run_1/final_placement.png
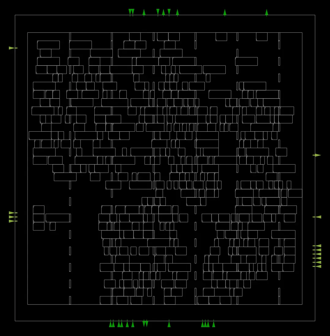
run_1/met3.png
Bar = 20 µm.
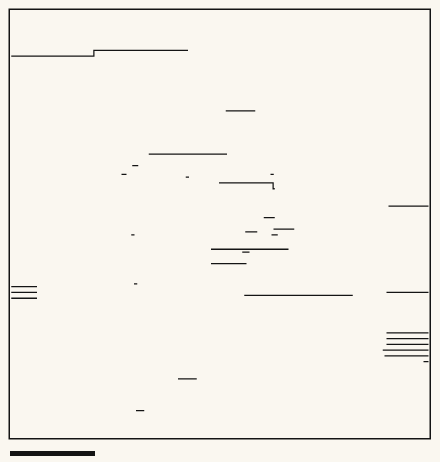
run_1/drive_strength.png
Bar = 20 µm.
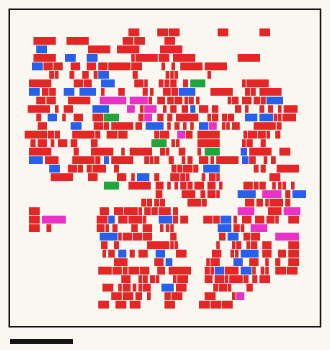
===== config.mk =====
export PLATFORM = sky130hd
export DESIGN_NAME = gimbal_step_scheduler_flat
export DESIGN_NICKNAME = d
export VERILOG_FILES = /design/src/rtl/gimbal_step_scheduler_pkg.sv /design/src/rtl/gimbal_step_scheduler_if.sv /design/src/rtl/axis_step_calc.sv /design/src/rtl/gimbal_step_scheduler.sv /design/src/flat_wrapper.sv
export SDC_FILE = /design/constraint.sdc
export NUM_CORES = 1
export LEC_CHECK = 0
export ABC_AREA = 0
export CORE_AREA = 4 4 95 97
export CTS_BUF_LIST = sky130_fd_sc_hd__clkbuf_8
export DETAILED_ROUTE_END_ITERATION = 8
export DIE_AREA = 0 0 99 101
export PLACE_DENSITY = 0.6
export SLEW_MARGIN = 30
export SYNTH_ARGS = -nofsm -noshare
export SYNTH_HDL_FRONTEND = slang
export SYNTH_HIERARCHICAL = 1
export SYNTH_SLANG_ARGS = --single-unit
export TNS_END_PERCENT = 30

===== constraint.sdc =====
create_clock -name clk -period 7.1 [get_ports clk]
set_input_delay 2.13 -clock clk [delete_from_list [all_inputs] [get_ports clk]]
set_output_delay 2.13 -clock clk [all_outputs]
set_load 0.02 [all_outputs]

===== src/rtl/gimbal_step_scheduler_pkg.sv =====
// Shared types and widths for the gimbal step scheduler.
//   state_t  : scheduler FSM states
//   target_t : locked target centre coordinates from the lock-on controller
package gimbal_step_scheduler_pkg;

   localparam int unsigned POS_W        = 10;   // pixel coordinate width
   localparam int unsigned ERR_W        = 11;   // signed offset from screen centre
   localparam int unsigned CNT_W        = 5;    // per-frame step counter width
   localparam int unsigned TIMER_W      = 16;   // shared phase timer width
   localparam int unsigned CENTER_X_DEF = 320;
   localparam int unsigned CENTER_Y_DEF = 240;

   typedef enum logic [2:0] {
      S_IDLE,
      S_LATCH,
      S_DIR_SETUP,
      S_STEP_HI,
      S_STEP_LO,
      S_DONE
   } state_t;

   typedef struct packed {
      logic [POS_W-1:0] x;
      logic [POS_W-1:0] y;
   } target_t;

endpackage


===== src/rtl/gimbal_step_scheduler_if.sv =====
// Tracker-to-scheduler and scheduler-to-driver signal bundle.
//   master : lock-on controller side (drives frame/target info, observes motor commands)
//   slave  : scheduler side (consumes frame/target info, drives STEP/DIR and status)
interface gimbal_step_scheduler_if;
   import gimbal_step_scheduler_pkg::*;

   logic    frame_tick;
   logic    is_locked;
   logic    target_valid;
   logic    center_hit;
   target_t target;

   logic    pan_step;
   logic    pan_dir;
   logic    tilt_step;
   logic    tilt_dir;
   logic    motor_en;
   logic    busy;
   logic    move_done;
   logic    frame_overrun;

   modport master (
      output frame_tick, is_locked, target_valid, center_hit, target,
      input  pan_step, pan_dir, tilt_step, tilt_dir, motor_en, busy, move_done, frame_overrun
   );

   modport slave (
      input  frame_tick, is_locked, target_valid, center_hit, target,
      output pan_step, pan_dir, tilt_step, tilt_dir, motor_en, busy, move_done, frame_overrun
   );

endinterface


===== src/rtl/axis_step_calc.sv =====
// Per-axis combinational step planner: offset from centre -> direction and step count.
//   target     : target coordinate on this axis (px)
//   center_hit : target already inside the centre window, forces zero steps
//   dir        : 1 when the offset is positive (XOR INVERT)
//   count      : deadbanded, gain-scaled, saturated step count for this frame
module axis_step_calc
   import gimbal_step_scheduler_pkg::*;
#(
   parameter int unsigned CENTER     = 320,
   parameter int unsigned DEADBAND   = 16,
   parameter int unsigned GAIN_SHIFT = 3,
   parameter int unsigned MAX_STEPS  = 31,
   parameter bit          INVERT     = 1'b0
) (
   input  logic [POS_W-1:0] target,
   input  logic             center_hit,
   output logic             dir,
   output logic [CNT_W-1:0] count
);

   localparam logic [ERR_W-1:0] CTR  = ERR_W'(CENTER);
   localparam logic [ERR_W-1:0] DB   = ERR_W'(DEADBAND);
   localparam logic [ERR_W-1:0] MAXS = ERR_W'(MAX_STEPS);

   logic signed [ERR_W-1:0] err;
   logic        [ERR_W-1:0] mag;
   logic        [ERR_W-1:0] steps;

   always_comb begin
      err   = $signed({1'b0, target}) - $signed(CTR);
      mag   = $unsigned(err[ERR_W-1] ? -err : err);
      // Subtraction may wrap inside the deadband; that case is forced to zero below.
      steps = (mag - DB) >> GAIN_SHIFT;
      if (steps == '0)  steps = ERR_W'(1);
      if (steps > MAXS) steps = MAXS;
      if (center_hit || (mag <= DB)) steps = '0;
      count = CNT_W'(steps);
      dir   = (~err[ERR_W-1] & (|err)) ^ INVERT;
   end

endmodule


===== src/rtl/gimbal_step_scheduler.sv =====
// Per-frame pan/tilt stepper scheduler: latches the target offset on frame_tick and
// plays out concurrent STEP/DIR pulse trains on both axes using one shared timer.
//   clk, reset : system clock, synchronous active-high reset
//   bus.slave  : frame_tick/is_locked/target_valid/center_hit/target in;
//                pan_step/pan_dir/tilt_step/tilt_dir/motor_en/busy/move_done/frame_overrun out
module gimbal_step_scheduler
   import gimbal_step_scheduler_pkg::*;
#(
   parameter int unsigned CENTER_X    = CENTER_X_DEF,
   parameter int unsigned CENTER_Y    = CENTER_Y_DEF,
   parameter int unsigned DEADBAND    = 16,
   parameter int unsigned GAIN_SHIFT  = 3,
   parameter int unsigned MAX_STEPS   = 31,
   parameter int unsigned DIR_SETUP   = 200,
   parameter int unsigned STEP_HIGH   = 500,
   parameter int unsigned STEP_PERIOD = 50000,
   parameter bit          INVERT_PAN  = 1'b0,
   parameter bit          INVERT_TILT = 1'b0
) (
   input  logic                    clk,
   input  logic                    reset,
   gimbal_step_scheduler_if.slave  bus
);

   // Terminal timer values for each timed phase.
   localparam logic [TIMER_W-1:0] T_DIR = TIMER_W'(DIR_SETUP - 1);
   localparam logic [TIMER_W-1:0] T_HI  = TIMER_W'(STEP_HIGH - 1);
   localparam logic [TIMER_W-1:0] T_LO  = TIMER_W'(STEP_PERIOD - STEP_HIGH - 1);

   state_t             state, state_nxt;
   logic [TIMER_W-1:0] timer, timer_nxt;
   logic [CNT_W-1:0]   pan_cnt, tilt_cnt, pan_cnt_nxt, tilt_cnt_nxt;
   logic [CNT_W-1:0]   pan_calc_cnt, tilt_calc_cnt;
   logic               pan_calc_dir, tilt_calc_dir;

   logic pan_step_q, pan_dir_q, tilt_step_q, tilt_dir_q;
   logic motor_en_q, busy_q, move_done_q, overrun_q;
   logic pan_step_nxt, pan_dir_nxt, tilt_step_nxt, tilt_dir_nxt;
   logic motor_en_nxt, busy_nxt, move_done_nxt, overrun_nxt;

   axis_step_calc #(
      .CENTER(CENTER_X), .DEADBAND(DEADBAND), .GAIN_SHIFT(GAIN_SHIFT),
      .MAX_STEPS(MAX_STEPS), .INVERT(INVERT_PAN)
   ) u_pan_calc (
      .target(bus.target.x), .center_hit(bus.center_hit),
      .dir(pan_calc_dir), .count(pan_calc_cnt)
   );

   axis_step_calc #(
      .CENTER(CENTER_Y), .DEADBAND(DEADBAND), .GAIN_SHIFT(GAIN_SHIFT),
      .MAX_STEPS(MAX_STEPS), .INVERT(INVERT_TILT)
   ) u_tilt_calc (
      .target(bus.target.y), .center_hit(bus.center_hit),
      .dir(tilt_calc_dir), .count(tilt_calc_cnt)
   );

   // State register.
   always_ff @(posedge clk) begin
      if (reset) state <= S_IDLE;
      else       state <= state_nxt;
   end

   // Next-state logic; losing lock aborts, except that a running STEP high phase finishes.
   always_comb begin
      state_nxt = state;
      case (state)
         S_IDLE:
            if (bus.frame_tick && bus.is_locked && bus.target_valid) state_nxt = S_LATCH;
         S_LATCH:
            if (!bus.is_locked || ((pan_calc_cnt == '0) && (tilt_calc_cnt == '0)))
               state_nxt = S_IDLE;
            else
               state_nxt = S_DIR_SETUP;
         S_DIR_SETUP:
            if (!bus.is_locked)  state_nxt = S_IDLE;
            else if (timer == T_DIR) state_nxt = S_STEP_HI;
         S_STEP_HI:
            if (timer == T_HI) state_nxt = bus.is_locked ? S_STEP_LO : S_IDLE;
         S_STEP_LO:
            if (!bus.is_locked) state_nxt = S_IDLE;
            else if (timer == T_LO)
               state_nxt = ((pan_cnt == '0) && (tilt_cnt == '0)) ? S_DONE : S_STEP_HI;
         S_DONE:
            state_nxt = S_IDLE;
         default:
            state_nxt = S_IDLE;
      endcase
   end

   // Datapath and output next values; outputs are registered from the next state.
   always_comb begin
      timer_nxt     = timer + TIMER_W'(1);
      pan_cnt_nxt   = pan_cnt;
      tilt_cnt_nxt  = tilt_cnt;
      pan_dir_nxt   = pan_dir_q;
      tilt_dir_nxt  = tilt_dir_q;

      if ((state_nxt != state) || (state_nxt == S_IDLE)) timer_nxt = '0;

      if (state == S_LATCH) begin
         pan_cnt_nxt  = pan_calc_cnt;
         tilt_cnt_nxt = tilt_calc_cnt;
         if (state_nxt == S_DIR_SETUP) begin
            pan_dir_nxt  = pan_calc_dir;
            tilt_dir_nxt = tilt_calc_dir;
         end
      end

      // A pulse is accounted for when its high phase ends.
      if ((state == S_STEP_HI) && (state_nxt != S_STEP_HI)) begin
         if (pan_cnt  != '0) pan_cnt_nxt  = pan_cnt  - CNT_W'(1);
         if (tilt_cnt != '0) tilt_cnt_nxt = tilt_cnt - CNT_W'(1);
      end

      if (state_nxt == S_IDLE) begin
         pan_cnt_nxt  = '0;
         tilt_cnt_nxt = '0;
      end

      pan_step_nxt  = (state_nxt == S_STEP_HI) && (pan_cnt_nxt  != '0);
      tilt_step_nxt = (state_nxt == S_STEP_HI) && (tilt_cnt_nxt != '0);
      busy_nxt      = (state_nxt != S_IDLE);
      motor_en_nxt  = bus.is_locked | busy_nxt;
      move_done_nxt = (state_nxt == S_DONE);
      overrun_nxt   = bus.frame_tick && (state != S_IDLE);
   end

   // Datapath and output registers.
   always_ff @(posedge clk) begin
      if (reset) begin
         timer       <= '0;
         pan_cnt     <= '0;
         tilt_cnt    <= '0;
         pan_step_q  <= 1'b0;
         pan_dir_q   <= 1'b0;
         tilt_step_q <= 1'b0;
         tilt_dir_q  <= 1'b0;
         motor_en_q  <= 1'b0;
         busy_q      <= 1'b0;
         move_done_q <= 1'b0;
         overrun_q   <= 1'b0;
      end else begin
         timer       <= timer_nxt;
         pan_cnt     <= pan_cnt_nxt;
         tilt_cnt    <= tilt_cnt_nxt;
         pan_step_q  <= pan_step_nxt;
         pan_dir_q   <= pan_dir_nxt;
         tilt_step_q <= tilt_step_nxt;
         tilt_dir_q  <= tilt_dir_nxt;
         motor_en_q  <= motor_en_nxt;
         busy_q      <= busy_nxt;
         move_done_q <= move_done_nxt;
         overrun_q   <= overrun_nxt;
      end
   end

   assign bus.pan_step      = pan_step_q;
   assign bus.pan_dir       = pan_dir_q;
   assign bus.tilt_step     = tilt_step_q;
   assign bus.tilt_dir      = tilt_dir_q;
   assign bus.motor_en      = motor_en_q;
   assign bus.busy          = busy_q;
   assign bus.move_done     = move_done_q;
   assign bus.frame_overrun = overrun_q;

endmodule

===== src/flat_wrapper.sv =====
// flat-port wrapper written by rule: the top's interface ports become plain ports
module gimbal_step_scheduler_flat import gimbal_step_scheduler_pkg::*;
#(
   parameter int unsigned CENTER_X    = CENTER_X_DEF,
   parameter int unsigned CENTER_Y    = CENTER_Y_DEF,
   parameter int unsigned DEADBAND    = 16,
   parameter int unsigned GAIN_SHIFT  = 3,
   parameter int unsigned MAX_STEPS   = 31,
   parameter int unsigned DIR_SETUP   = 200,
   parameter int unsigned STEP_HIGH   = 500,
   parameter int unsigned STEP_PERIOD = 50000,
   parameter bit          INVERT_PAN  = 1'b0,
   parameter bit          INVERT_TILT = 1'b0
)
  (clk, reset, bus_frame_tick, bus_is_locked, bus_target_valid, bus_center_hit, bus_target, bus_pan_step, bus_pan_dir, bus_tilt_step, bus_tilt_dir, bus_motor_en, bus_busy, bus_move_done, bus_frame_overrun);
  gimbal_step_scheduler_if bus_i ();
  input  logic clk;
  input  logic reset;
  input wire logic [$bits(bus_i.frame_tick)-1:0] bus_frame_tick;
  input wire logic [$bits(bus_i.is_locked)-1:0] bus_is_locked;
  input wire logic [$bits(bus_i.target_valid)-1:0] bus_target_valid;
  input wire logic [$bits(bus_i.center_hit)-1:0] bus_center_hit;
  input wire logic [$bits(bus_i.target)-1:0] bus_target;
  output wire logic [$bits(bus_i.pan_step)-1:0] bus_pan_step;
  output wire logic [$bits(bus_i.pan_dir)-1:0] bus_pan_dir;
  output wire logic [$bits(bus_i.tilt_step)-1:0] bus_tilt_step;
  output wire logic [$bits(bus_i.tilt_dir)-1:0] bus_tilt_dir;
  output wire logic [$bits(bus_i.motor_en)-1:0] bus_motor_en;
  output wire logic [$bits(bus_i.busy)-1:0] bus_busy;
  output wire logic [$bits(bus_i.move_done)-1:0] bus_move_done;
  output wire logic [$bits(bus_i.frame_overrun)-1:0] bus_frame_overrun;
  assign bus_i.frame_tick = bus_frame_tick;
  assign bus_i.is_locked = bus_is_locked;
  assign bus_i.target_valid = bus_target_valid;
  assign bus_i.center_hit = bus_center_hit;
  assign bus_i.target = bus_target;
  assign bus_pan_step = bus_i.pan_step;
  assign bus_pan_dir = bus_i.pan_dir;
  assign bus_tilt_step = bus_i.tilt_step;
  assign bus_tilt_dir = bus_i.tilt_dir;
  assign bus_motor_en = bus_i.motor_en;
  assign bus_busy = bus_i.busy;
  assign bus_move_done = bus_i.move_done;
  assign bus_frame_overrun = bus_i.frame_overrun;
  gimbal_step_scheduler #(.CENTER_X(CENTER_X), .CENTER_Y(CENTER_Y), .DEADBAND(DEADBAND), .GAIN_SHIFT(GAIN_SHIFT), .MAX_STEPS(MAX_STEPS), .DIR_SETUP(DIR_SETUP), .STEP_HIGH(STEP_HIGH), .STEP_PERIOD(STEP_PERIOD), .INVERT_PAN(INVERT_PAN), .INVERT_TILT(INVERT_TILT)) u_core (.clk(clk), .reset(reset), .bus(bus_i));
endmodule

==> reports/summary.txt, run 1 <==
clk_lat worst skew: 300 ps
pwr dens: 131 nW/µm²
critical-path cell list: clkdlybuf4s50_1 -> ha_1 -> a311o_1 -> or2_2 -> xor2_1 -> inv_1 -> ha_1 -> a2111o_1 -> o211ai_2 -> a21oi_1 -> nor4_1 -> a311oi_1 -> a21oi_1 -> o311ai_2 -> o21ai_4 -> buf_4 -> nor3_1
post-layout util: 45.8%
post-CTS setup buffers: 0
xor/xnor share: 9.23%
CP Capture Point: u_core/timer[5]$_SDFF_PP0_
Commonest Layout Cell: nor2_1
syn_area_per_cell: 8.13 µm²
crit path max-delay cell type: clkdlybuf4s50_1
clk sinks: 37
die area: 10000 µm²
Post-synth ARST share: 0%
final setup vio count: 0
clk_skew: 7.68 ps
Post-Synth Simple-Gate Area: 33.9%
number of remaining DRC errors: 0
fmax: 0.158 GHz
Flops after synth: 37
Largest regs: u_core/timer (16), u_core/pan_cnt (5), u_core/tilt_cnt (5)
Post-CTS Resized: 0
Yosys warnings: 6
post-route setup slack: 788 ps
relative slew slack: 43.4%
port buffer count: 33
hold slack final: 498 ps
Setup TNS: 0 ps
cycle use final: 88.9%
Mapped Nets: 435
Syn-to-layout area delta: 15.9%
sequential share of the synthesized area: 23.1%
fin crit period: 6310 ps
Via density: 5.49
nets: 465
clock tree buffer depth: 2
count of tool warnings: 33
WHS Path Cells: 2
Yosys Chip Area: 3210 µm²
Initial DRC Count: 176
Tot Pwr: 486 µW
Complex Gates by Area: 21.0%
Critical Path End Type: flop
Dominant flop cell: dfxtp_1
main logic family after synthesis: simple AND/OR/NAND/NOR gates
CP startpoint kind: input pin
Largest Register: u_core/timer
vias in the first global route: 2745
antenna viol nets, final: 0
Peak VDD IR: 0.0000662 V
DR vias: 2916
dpl ws: 454 ps
Largest stage delay, worst path: 560 ps
hold path startpoint: u_core/bus.pan_dir$_SDFFE_PP0P_
stages on the worst setup path: 17
worst slew pin tran: 849 ps
n_diodes: 0
Die W: 99 µm
r2r endpoint: u_core/timer[5]$_SDFF_PP0_
Num CTS Buffers: 5
fin. max-slew vios: 0
Reg-to-Reg Start: u_core/tilt_cnt[0]$_SDFF_PP0_
total track usage: 15.0%
Pleak: 0.00134 µW
Die Y: 101 µm
initial antenna violation count: 0
Detailed Place HPWL: 5670 µm
Syn Inst Count: 395
CP arrival: 6460 ps
DR WL/cell: 13.6 µm
CTS Hold Bufs: 0
flip-flops with a built-in enable: 0
post-synth cell types: 79
CP Buf/Inv Count: 3
DRT Wirelength: 7250 µm
MUX area fraction: 3.04%
yosys cell count: 395
total grt overflow: 0
final hold vios: 0
outcome: completed
unrepaired setup endpoints after global routing: false
CTS clk-pin slew, worst paths: 80 ps
HP Class: reg2reg
pin count of the biggest net entering global routing: 17
R2R cell count: 9
CTS root buf: clkbuf_8
adder share: 5.45%
synthesized area: 3210 µm²
H-tree depth: 2
FP Util: 39.5%
CP required: 7250 ps
Setup crit start: bus_target[4]
worst-path fanout max: 16
Max-Cap Viols: 0
TritonCTS clock tree: yes
GP Congestion: 0.915
max FFs per register: 16
About final_placement.png:
CORE AREA: 8130 µm²
FILL cells: 845
row count: 33
final non-filler cell total: 531

About met3.png:
The layer carries 240 µm of wire. The longest straight run is 25.3 µm. The layer holds 3.3% of the routed length.

About drive_strength.png:
Key: drive 3 to 4 = magenta [cells 14, most used buf_4]; drive 2 = blue [cells 42, most used nor3_2]; drive 6 and up = green [cells 5, most used clkbuf_8]; drive 1 or less = red [cells 365, most used nor2_1]

## run 1: routing by layer
layer | routed length (µm) | up-vias | track usage (%)
met5 | 0 | - | 0
met4 | 115 | 0 | 4.52
met3 | 239 | 13 | 3.11
met2 | 3450 | 40 | 25.5
met1 | 3440 | 1359 | 19.1
li1 | - | 1504 | -
## run 1: report_power, final
group	total [µW]	leakage (µW)	internal (µW)	switching, µW
registers	210	0.000299	209	1.62
clock network	148	0.0000439	67.8	79.9
logic	128	0.000994	56.3	72.1
total	486	0.00134	333	154
## run 1: Yosys cell counts (3+ instances only)
cell	n	area [µm²]
dfxtp_1	37	741
nand2_1	31	116
nor2b_1	8	50.1
nor2_1	40	150
nand2b_1	4	25.0
nor4b_2	5	75.1
o21ai_1	3	15.0
nand4_1	7	43.8
clkbuf_1	10	37.5
and3_1	5	31.3
mux2_4	3	45.0
inv_1	20	75.1
nor3_1	18	90.1
ha_1	14	175
a41oi_1	3	26.3
o211ai_1	4	30.0
mux2i_1	3	30.0
nand3_1	12	60.1
and2_1	5	31.3
xnor2_1	15	131
nor3_2	11	110
or2_2	4	25.0
o21ai_0	10	50.1
a31oi_1	9	56.3
o31ai_1	3	22.5
xor2_1	17	149
a21oi_1	26	130
## run 1: per-stage QoR
step,cell area (µm²),std cells
after global routing,3720,531
after CTS,3720,531
after detailed placement,3640,523
after global placement,3640,523
final,3720,531
after floorplan,3210,395
## run 1: area by class of cell
class | instances | area, µm²
Multi-Input combinational cell | 324 | 2330
Clock inverter | 3 | 17.5
Sequential cell | 37 | 741
Timing Repair Buffer | 37 | 360
Inverter | 20 | 75.1
Tap cell | 105 | 131
Fill cell | 845 | 4410
Clock buffer | 5 | 68.8
run_1/metal_stack.png
Bar = 20 µm.
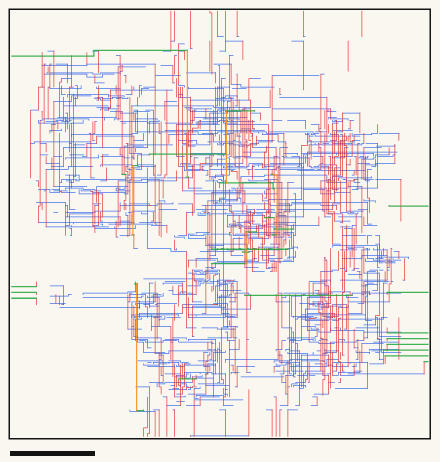

## Run 2: what changed since run 1
--- a/config.mk
+++ b/config.mk
@@ -6,11 +6,12 @@
 export NUM_CORES = 1
 export LEC_CHECK = 0
 export ABC_AREA = 0
-export CORE_AREA = 4 4 95 97
+export ABC_CLOCK_PERIOD_IN_PS = 7100
+export CORE_AREA = 4 4 79 81
 export CTS_BUF_LIST = sky130_fd_sc_hd__clkbuf_8
 export DETAILED_ROUTE_END_ITERATION = 8
-export DIE_AREA = 0 0 99 101
-export PLACE_DENSITY = 0.6
+export DIE_AREA = 0 0 83 85
+export PLACE_DENSITY = 0.82
 export SLEW_MARGIN = 30
 export SYNTH_ARGS = -nofsm -noshare
 export SYNTH_HDL_FRONTEND = slang
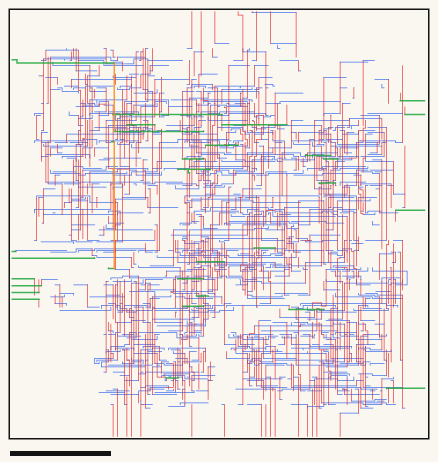
run_2/metal_stack.png
Bar = 20 µm.
Key: met3 = green [wire length 199 µm]; met1 = blue [wire length 3430 µm]; met2 = red [wire length 3430 µm]; met4 = orange [wire length 38.8 µm]
DR WL/cell: 14.3 µm
DR vias: 2934

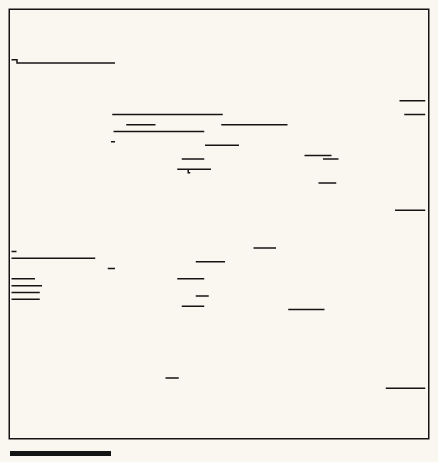
run_2/met3.png
Bar = 20 µm.
The longest straight run is 21.6 µm. 26 nets have wire on it. The layer holds 2.8% of the routed length.
DRT Wirelength: 7100 µm
met3 usage: 3.50%

==> run 2 against run 1 <==
First-iteration DRC count fell by 13%; non-clock buffer count decreased by 2; highest routed layer unchanged; area after synthesis is the same; critical path type unchanged.
==> reports/summary.txt, run 2 <==
Setup TNS: 0 ps
critical path class: in2reg
layout cells sized above 1: 13.9%
fin crit period: 6480 ps
number of remaining DRC errors: 0
Largest cells by area: dfxtp_1, ha_1, nor2_1
Die Y: 85 µm
count of tool warnings: 33
TritonCTS clock tree: yes
pwr dens: 141 nW/µm²
Met3 Wirelength: 199 µm
Via density: 5.92
total track usage: 20.3%
die area: 7060 µm²
worst slew pin tran: 845 ps
final setup vio count: 0
logic area: 2340 µm²
largest area contributor in the netlist: dfxtp_1
synthesized area: 3210 µm²
fin. max-slew vios: 0
Dominant flop cell: dfxtp_1
Die W: 83 µm
post-CTS setup buffers: 0
Largest Register: u_core/timer
Peak VDD IR: 0.000120 V
Reg-to-Reg Start: u_core/pan_cnt[0]$_SDFF_PP0_
yosys cell count: 395
cell with the most instances after synthesis: nor2_1
DRT Pass-1 Iters: 4
Complex Gates by Area: 21.0%
Post-CTS Resized: 0
n_diodes: 0
hold slack final: 531 ps
cycle use final: 91.3%
clk sinks: 37
Post-Synth Simple-Gate Area: 33.9%
global-route wire length before repair: 12300 µm
Syn-to-layout area delta: 15.3%
flop-to-flop setup slack: 4670 ps
vias in the first global route: 2743
CP startpoint kind: input pin
gr busiest metal: met2
CP Buf/Inv Count: 2
CP Capture Point: u_core/timer[6]$_SDFF_PP0_
Critical Path End Type: flop
critical-path cell list: clkdlybuf4s50_1 -> ha_1 -> a311o_1 -> or2_2 -> xor2_1 -> inv_1 -> ha_1 -> a2111o_1 -> o211ai_2 -> a21oi_1 -> nor4_1 -> a311oi_1 -> a21oi_1 -> o311ai_2 -> o21ai_4 -> nor3_1
crit-path leading delay family: AND-OR/OR-AND gates
Largest regs: u_core/timer (16), u_core/pan_cnt (5), u_core/tilt_cnt (5)
Commonest Layout Cell: nor2_1
syn_area_per_cell: 8.13 µm²
CTS Hold Bufs: 0
Post-synth top cells: nor2_1, dfxtp_1, nand2_1, a21oi_1, inv_1
pin count of the biggest net entering global routing: 17
Detailed Place HPWL: 5590 µm
FP Util: 58.7%
Top Layer Used: met4
Max-Cap Viols: 0
Yosys Chip Area: 3210 µm²
dpl ws: 323 ps
clk_skew: 4.88 ps
Num CTS Buffers: 5
Pleak: 0.00135 µW
Post-synth ARST share: 0%
CTS root buf: clkbuf_8
# IOs: 34
CP required: 7240 ps
unrepaired setup endpoints after global routing: false
max FFs per register: 16
HP Class: reg2reg
clk_lat worst skew: 290 ps
met2 Use GR: 35.5%
clock tree buffer depth: 2
Yosys warnings: 6
R2R cell count: 8
antenna viol nets, final: 0
final hold vios: 0
port buffer count: 33
flip-flops with a built-in enable: 0
Setup crit start: bus_target[4]
r2r endpoint: u_core/timer[6]$_SDFF_PP0_
main logic family after synthesis: simple AND/OR/NAND/NOR gates
Top Layout Cells: nor2_1, dfxtp_1, clkdlybuf4s50_1
GP Congestion: 0.924
CTS clk-pin slew, worst paths: 70 ps
fmax: 0.154 GHz
relative slew slack: 43.7%
adder share: 5.45%
xor/xnor share: 9.23%
initial antenna violation count: 0
MUX area fraction: 3.04%
Mapped Nets: 435
Syn Inst Count: 395
CP arrival: 6620 ps
metal2 WL: 3430 µm
worst-path fanout max: 16
stages on the worst setup path: 16
area share, top type: 23.1%
Flops after synth: 37
M1 GR Usage: 26.5%
post-synth cell types: 79
H-tree depth: 2
sequential share of the synthesized area: 23.1%
total grt overflow: 0
outcome: completed
FILL cells: 481
Initial DRC Count: 154
Largest stage delay, worst path: 560 ps
Register Area: 741 µm²
routed length on met1: 3430 µm
post-route setup slack: 620 ps
crit path max-delay cell type: clkdlybuf4s50_1
nets: 463
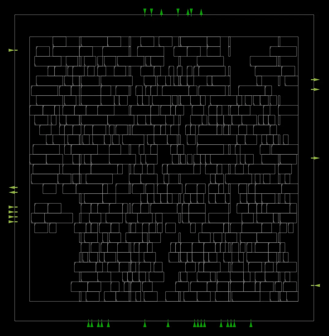
run_2/final_placement.png
row count: 27
flop count: 37
CORE AREA: 5470 µm²
flop share of the area: 20.0%
final non-filler cell total: 496

-- run 2: worst register-to-register path, stage by stage, from the launching register on --
cell and delay, ps:
dfxtp_1 340, inv_1 130, ha_1 160, nor4b_2 460, nand2_1 190, and3_1 240
nor4b_2 360, o21ai_4 250, nor3_1 240
-- run 2: final cells by class --
type,count,area share (%)
Multi-Input combinational cell,324,63.1
Sequential cell,37,20.0
Timing Repair Buffer,35,9.32
Tap cell,72,2.43
Clock buffer,6,2.23
Inverter,20,2.03
Clock inverter,2,0.912
-- run 2: stage by stage --
step	instance area (µm²)	utilization, %	total power (µW)	std cells
4_1_cts	3700	67.7	527	496
3_5_place_dp	3590	65.5	343	488
3_3_place_gp	3580	65.5	339	488
5_1_grt	3700	67.7	548	496
2_1_floorplan	3210	-	304	395
6_report	3700	67.7	524	496
-- run 2: worst min path at each step --
stage	slack, ps	start	end	depth (start not counted)
finish	530	u_core/bus.tilt_dir$_SDFFE_PP0P_	u_core/bus.tilt_dir$_SDFFE_PP0P_	2
CTS	530	u_core/tilt_cnt[0]$_SDFF_PP0_	u_core/tilt_cnt[0]$_SDFF_PP0_	2
global placement	490	u_core/bus.tilt_dir$_SDFFE_PP0P_	u_core/bus.tilt_dir$_SDFFE_PP0P_	2
detailed placement	500	u_core/bus.tilt_dir$_SDFFE_PP0P_	u_core/bus.tilt_dir$_SDFFE_PP0P_	2
global route	570	u_core/tilt_cnt[0]$_SDFF_PP0_	u_core/tilt_cnt[0]$_SDFF_PP0_	2
floorplan	480	u_core/tilt_cnt[0]$_SDFF_PP0_	u_core/tilt_cnt[0]$_SDFF_PP0_	2
-- run 2: power breakdown --
group	total, µW	switching (µW)	internal, µW	leakage (µW)
clock	184	71.2	113	0.0000626
combinational	129	73.1	55.9	0.000989
sequential	211	1.53	209	0.000299
total	524	146	378	0.00135
Power figures rest on the tool's default switching activity, not on a simulated workload.
